### src/rtl/conv5x5_pkg.sv
// conv5x5_pkg: shared kernel size, sequencer state encoding and geometry helpers
package conv5x5_pkg;
  localparam int K = 5;
  typedef enum logic [1:0] {IDLE = 2'd0, ISSUE = 2'd1, DRAIN = 2'd2, DONE = 2'd3} state_e;
  function automatic int out_dim(input int img, input int k);
    return img - k + 1;
  endfunction
  function automatic int tap_count(input int k);
    return k * k;
  endfunction
endpackage

### src/rtl/valid_delay_line.sv
// valid_delay_line: LAT-stage {valid, addr} shift register with synchronous flush
module valid_delay_line #(
  parameter int LAT = 2,
  parameter int AW  = 4
) (
  input  logic          clk,
  input  logic          rst,
  input  logic          flush_i,
  input  logic          valid_i,
  input  logic [AW-1:0] addr_i,
  output logic          valid_o,
  output logic [AW-1:0] addr_o
);
  logic          v_q [LAT];
  logic [AW-1:0] a_q [LAT];
  always_ff @(posedge clk) begin
    if (rst || flush_i) begin
      for (int i = 0; i < LAT; i++) begin
        v_q[i] <= 1'b0;
        a_q[i] <= '0;
      end
    end else begin
      v_q[0] <= valid_i;
      a_q[0] <= addr_i;
      for (int i = 1; i < LAT; i++) begin
        v_q[i] <= v_q[i-1];
        a_q[i] <= a_q[i-1];
      end
    end
  end
  assign valid_o = v_q[LAT-1];
  assign addr_o  = a_q[LAT-1];
endmodule

### src/rtl/conv5x5_pe_controller.sv
// conv5x5_pe_controller: scans all valid output positions, issuing K*K taps each,
// and flags finished results after the PE-chain latency
module conv5x5_pe_controller #(
  parameter int IMG_W = 8,
  parameter int IMG_H = 8,
  parameter int K     = conv5x5_pkg::K,
  parameter int LAT   = 2,
  parameter int XAW   = 6,
  parameter int WAW   = 5,
  parameter int OAW   = 4
) (
  input  logic           i_clk,
  input  logic           i_rst,
  input  logic           i_start,
  input  logic           i_abort,
  output logic           o_busy,
  output logic           o_done,
  output logic [XAW-1:0] o_x_addr,
  output logic [WAW-1:0] o_w_addr,
  output logic           o_tap_valid,
  output logic           o_psum_clr,
  output logic           o_out_valid,
  output logic [OAW-1:0] o_out_addr
);
  import conv5x5_pkg::*;
  localparam int OW = out_dim(IMG_W, K);
  localparam int OH = out_dim(IMG_H, K);
  localparam int NT = tap_count(K);
  localparam int CW = $clog2(IMG_W + IMG_H);
  localparam int DW = $clog2(LAT + 1);
  state_e state_q, state_d;
  logic [CW-1:0] kc_q, kc_d, ocol_q, ocol_d, orow_q, orow_d;
  logic [XAW-1:0] x_q, x_d, row_q, row_d, pos_q, pos_d, nxt_pos, nxt_row;
  logic [WAW-1:0] w_q, w_d;
  logic [OAW-1:0] oaddr_q, oaddr_d;
  logic [DW-1:0] dcnt_q, dcnt_d;
  logic kc_last, tap_last, col_last, row_last, frame_last, run, push, flush;
  assign kc_last    = kc_q == CW'(K - 1);
  assign tap_last   = w_q == WAW'(NT - 1);
  assign col_last   = ocol_q == CW'(OW - 1);
  assign row_last   = orow_q == CW'(OH - 1);
  assign frame_last = tap_last && col_last && row_last;
  // pos tracks the window's top-left pixel; stepping past the last column lands K pixels on
  assign nxt_pos = col_last ? pos_q + XAW'(K) : pos_q + XAW'(1);
  assign nxt_row = tap_last ? nxt_pos : row_q + XAW'(IMG_W);
  always_ff @(posedge i_clk) begin
    if (i_rst) state_q <= IDLE;
    else state_q <= state_d;
  end
  always_comb begin
    state_d = state_q;
    unique case (state_q)
      IDLE:    state_d = (i_start && !i_abort) ? ISSUE : IDLE;
      ISSUE:   state_d = i_abort ? IDLE : frame_last ? DRAIN : ISSUE;
      DRAIN:   state_d = i_abort ? IDLE : (dcnt_q == DW'(LAT - 1)) ? DONE : DRAIN;
      default: state_d = IDLE;
    endcase
  end
  always_comb begin
    run     = state_q == ISSUE && state_d == ISSUE;
    kc_d    = run ? (kc_last ? '0 : kc_q + CW'(1)) : '0;
    w_d     = run ? (tap_last ? '0 : w_q + WAW'(1)) : '0;
    x_d     = run ? (kc_last ? nxt_row : x_q + XAW'(1)) : '0;
    row_d   = run ? (kc_last ? nxt_row : row_q) : '0;
    pos_d   = run ? (tap_last ? nxt_pos : pos_q) : '0;
    ocol_d  = run ? (tap_last ? (col_last ? '0 : ocol_q + CW'(1)) : ocol_q) : '0;
    orow_d  = run ? ((tap_last && col_last) ? orow_q + CW'(1) : orow_q) : '0;
    oaddr_d = run ? (tap_last ? oaddr_q + OAW'(1) : oaddr_q) : '0;
    dcnt_d  = (state_q == DRAIN && state_d == DRAIN) ? dcnt_q + DW'(1) : '0;
  end
  always_ff @(posedge i_clk) begin
    if (i_rst) begin
      kc_q    <= '0;
      w_q     <= '0;
      x_q     <= '0;
      row_q   <= '0;
      pos_q   <= '0;
      ocol_q  <= '0;
      orow_q  <= '0;
      oaddr_q <= '0;
      dcnt_q  <= '0;
    end else begin
      kc_q    <= kc_d;
      w_q     <= w_d;
      x_q     <= x_d;
      row_q   <= row_d;
      pos_q   <= pos_d;
      ocol_q  <= ocol_d;
      orow_q  <= orow_d;
      oaddr_q <= oaddr_d;
      dcnt_q  <= dcnt_d;
    end
  end
  always_comb begin
    o_busy      = state_q != IDLE;
    o_done      = state_q == DONE;
    o_tap_valid = state_q == ISSUE;
    o_psum_clr  = state_q == ISSUE && w_q == '0;
    push        = state_q == ISSUE && tap_last;
    flush       = i_abort && (state_q == ISSUE || state_q == DRAIN);
  end
  assign o_x_addr = x_q;
  assign o_w_addr = w_q;
  valid_delay_line #(.LAT(LAT), .AW(OAW)) u_dly (
    .clk     (i_clk),
    .rst     (i_rst),
    .flush_i (flush),
    .valid_i (push),
    .addr_i  (push ? oaddr_q : '0),
    .valid_o (o_out_valid),
    .addr_o  (o_out_addr)
  );
endmodule

### config.mk
export PLATFORM = sky130hd
export DESIGN_NAME = conv5x5_pe_controller
export DESIGN_NICKNAME = d
export VERILOG_FILES = /design/src/rtl/conv5x5_pkg.sv /design/src/rtl/valid_delay_line.sv /design/src/rtl/conv5x5_pe_controller.sv
export SDC_FILE = /design/constraint.sdc
export NUM_CORES = 1
export LEC_CHECK = 0
export CELL_PAD_IN_SITES_DETAIL_PLACEMENT = 1
export CELL_PAD_IN_SITES_GLOBAL_PLACEMENT = 2
export CORE_AREA = 8 8 106 79
export CTS_BUF_LIST = sky130_fd_sc_hd__clkbuf_2 sky130_fd_sc_hd__clkbuf_4 sky130_fd_sc_hd__clkbuf_8
export CTS_CLUSTER_DIAMETER = 150
export CTS_CLUSTER_SIZE = 30
export DETAILED_ROUTE_END_ITERATION = 10
export DIE_AREA = 0 0 114 87
export PLACE_DENSITY_LB_ADDON = 0.1
export SLEW_MARGIN = 20
export SYNTH_ARGS = -nofsm -noshare
export SYNTH_HDL_FRONTEND = slang
export SYNTH_HIERARCHICAL = 1
export SYNTH_SLANG_ARGS = --single-unit
### constraint.sdc
create_clock -name i_clk -period 2.95 [get_ports i_clk]
set_input_delay 0.59 -clock i_clk [delete_from_list [all_inputs] [get_ports i_clk]]
set_output_delay 0.59 -clock i_clk [all_outputs]
set_load 0.05 [all_outputs]
class_map.png
Drawn at 3 px/um.
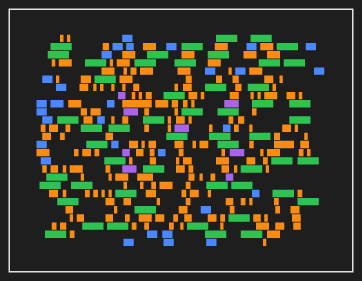
- orange: remaining logic cells (cells 186; share of their area 47%)
- purple: clock drivers and dummy loads (cells 8; share of their area 3.4%)
- blue: remaining buffers and delay cells (cells 30; share of their area 10%)
- green: sequential cells (cells 53; share of their area 39%)

port_trees.png
Drawn at 2 px/um.
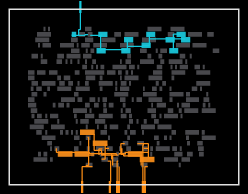
- cyan: i_rst (bits 1; direction input; edge top; end cells 11; wire 101 um)
- orange: o_x_addr (bits 6; direction output; edge bottom; end cells 6; wire 235 um)
count of input and output buffers: 23
IO Count: 24

placed.png
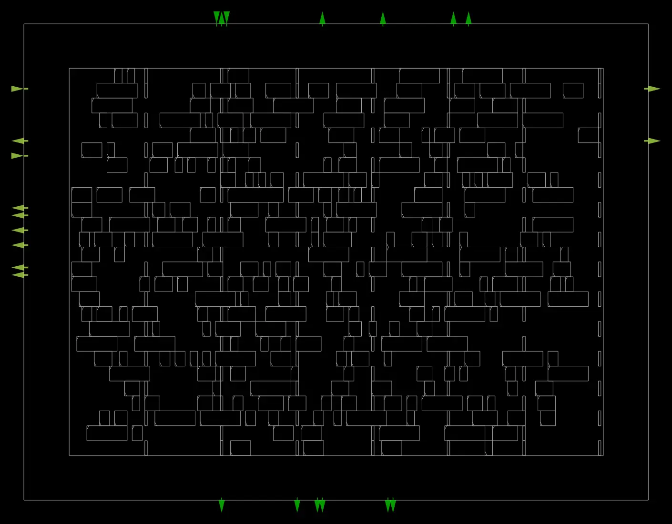
sequential fraction of total cell area: 37.34%
Placeable Area: 0.006897 sq mm

m1.png
Drawn at 4 px/um. Supply wires on this layer in grey.
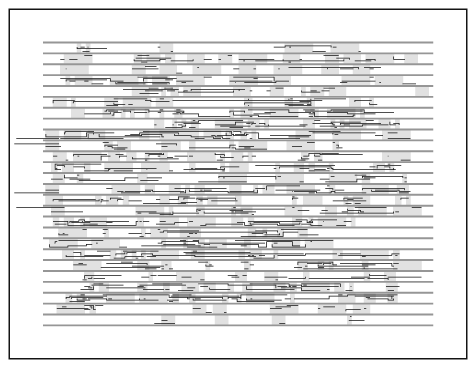
- share of all routed wire: 56%
- longest straight run: 37.3 um
- nets with wire on the layer: 275

util_map.png
Drawn at 3 px/um. The die is cut into 11 by 9 equal tiles; dark blue is low, red is high, 0 to 100% covered.
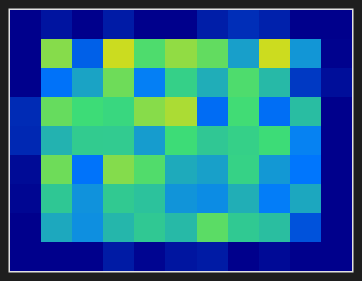
- mean over tiles: 27%
- densest ninth of the die: middle
- nearly empty tiles: 23%
- fullest tile: 69%
- emptiest ninth of the die: bottom right

## worst register-to-register path, stage by stage (launching register included)
cell                       delay (ns)
sky130_fd_sc_hd__dfxtp_1         0.36
sky130_fd_sc_hd__ha_1            0.24
sky130_fd_sc_hd__nor3b_4         0.17
sky130_fd_sc_hd__ha_1            0.32
sky130_fd_sc_hd__a31oi_1         0.11
sky130_fd_sc_hd__buf_4           0.17
sky130_fd_sc_hd__o21a_1          0.18
sky130_fd_sc_hd__o31ai_1         0.36
sky130_fd_sc_hd__a211oi_1        0.13
## routing by layer
| metal | GRT usage [%] | vias up | share of wire, % |
|---|---|---|---|
| met2 | 16.06 | 18 | 40 |
| li1 | - | 914 | - |
| met5 | 0 | - | 0 |
| met4 | 3.610 | 0 | 1.1 |
| met1 | 15.74 | 840 | 56 |
| met3 | 3.116 | 7 | 3.5 |
==> summary.txt <==
Entry: Yosys synthesis followed by OpenROAD place and route.

Final layout:
- Per the cell usage report, the commonest logic cell in the layout is sky130_fd_sc_hd__dfxtp_1.
- The run gives the final non-filler cell total as 375.
- The run gives the number of logic gates as 177.
- The register with the most flip-flops in the layout has 8 of them.

Critical path:
- Among all stages on the critical path, the maximum delay recorded is 0.86 ns.
- The run gives the worst flop-to-flop path startpoint as ocol_q[0].
- The critical path runs through a total of 3 cells.
- The run gives the capture point of the worst path as o_tap_valid.

Clocking:
- The run gives the count of cells resized by post-cts repair as 0.
- In this run the clock root is driven by a sky130_fd_sc_hd__clkbuf_8.
- The run puts the total clock sinks at 53.
- TritonCTS built the clock tree.
- After clock tree synthesis, the flow added hold-fix buffers numbering 0.

STA:
- The run puts the fmax at 408.9 MHz.
- The final timing report lists a max-slew violation count of 0.
- The run gives the post-route minimum period as 2.446 ns.

Power and ir drop:
- Per the breakdown, switching nets consume 23.12% of all power.
- Summing internal, switching and leakage power gives 1182 uW.
- The run puts the part of the total power dissipated in the clock network at 35.7%.

Yosys:
- Looking at area per cell type in the netlist, the leader is sky130_fd_sc_hd__dfxtp_1.
- Yosys printed 6 warnings.
- Counting flops with a built-in enable in the synthesized netlist gives 0.
- The commonest cells after synthesis are sky130_fd_sc_hd__dfxtp_1, sky130_fd_sc_hd__nor2_1, sky130_fd_sc_hd__nand2_1.
- The run gives the synthesized area per cell as 9.511 sq um.

Routing:
- The run puts the wire length per cell at 13.87 um.
- The run gives the post-detailed-route DRC marker count as 0.

Job:
- The run gives the total number of warnings across the stage logs as 31.

Outcome:
- The run finished with clean final reports.

GRT:
- The first global-routing pass estimated 9004 um of wire.
Power and IR drop assume default switching activity.
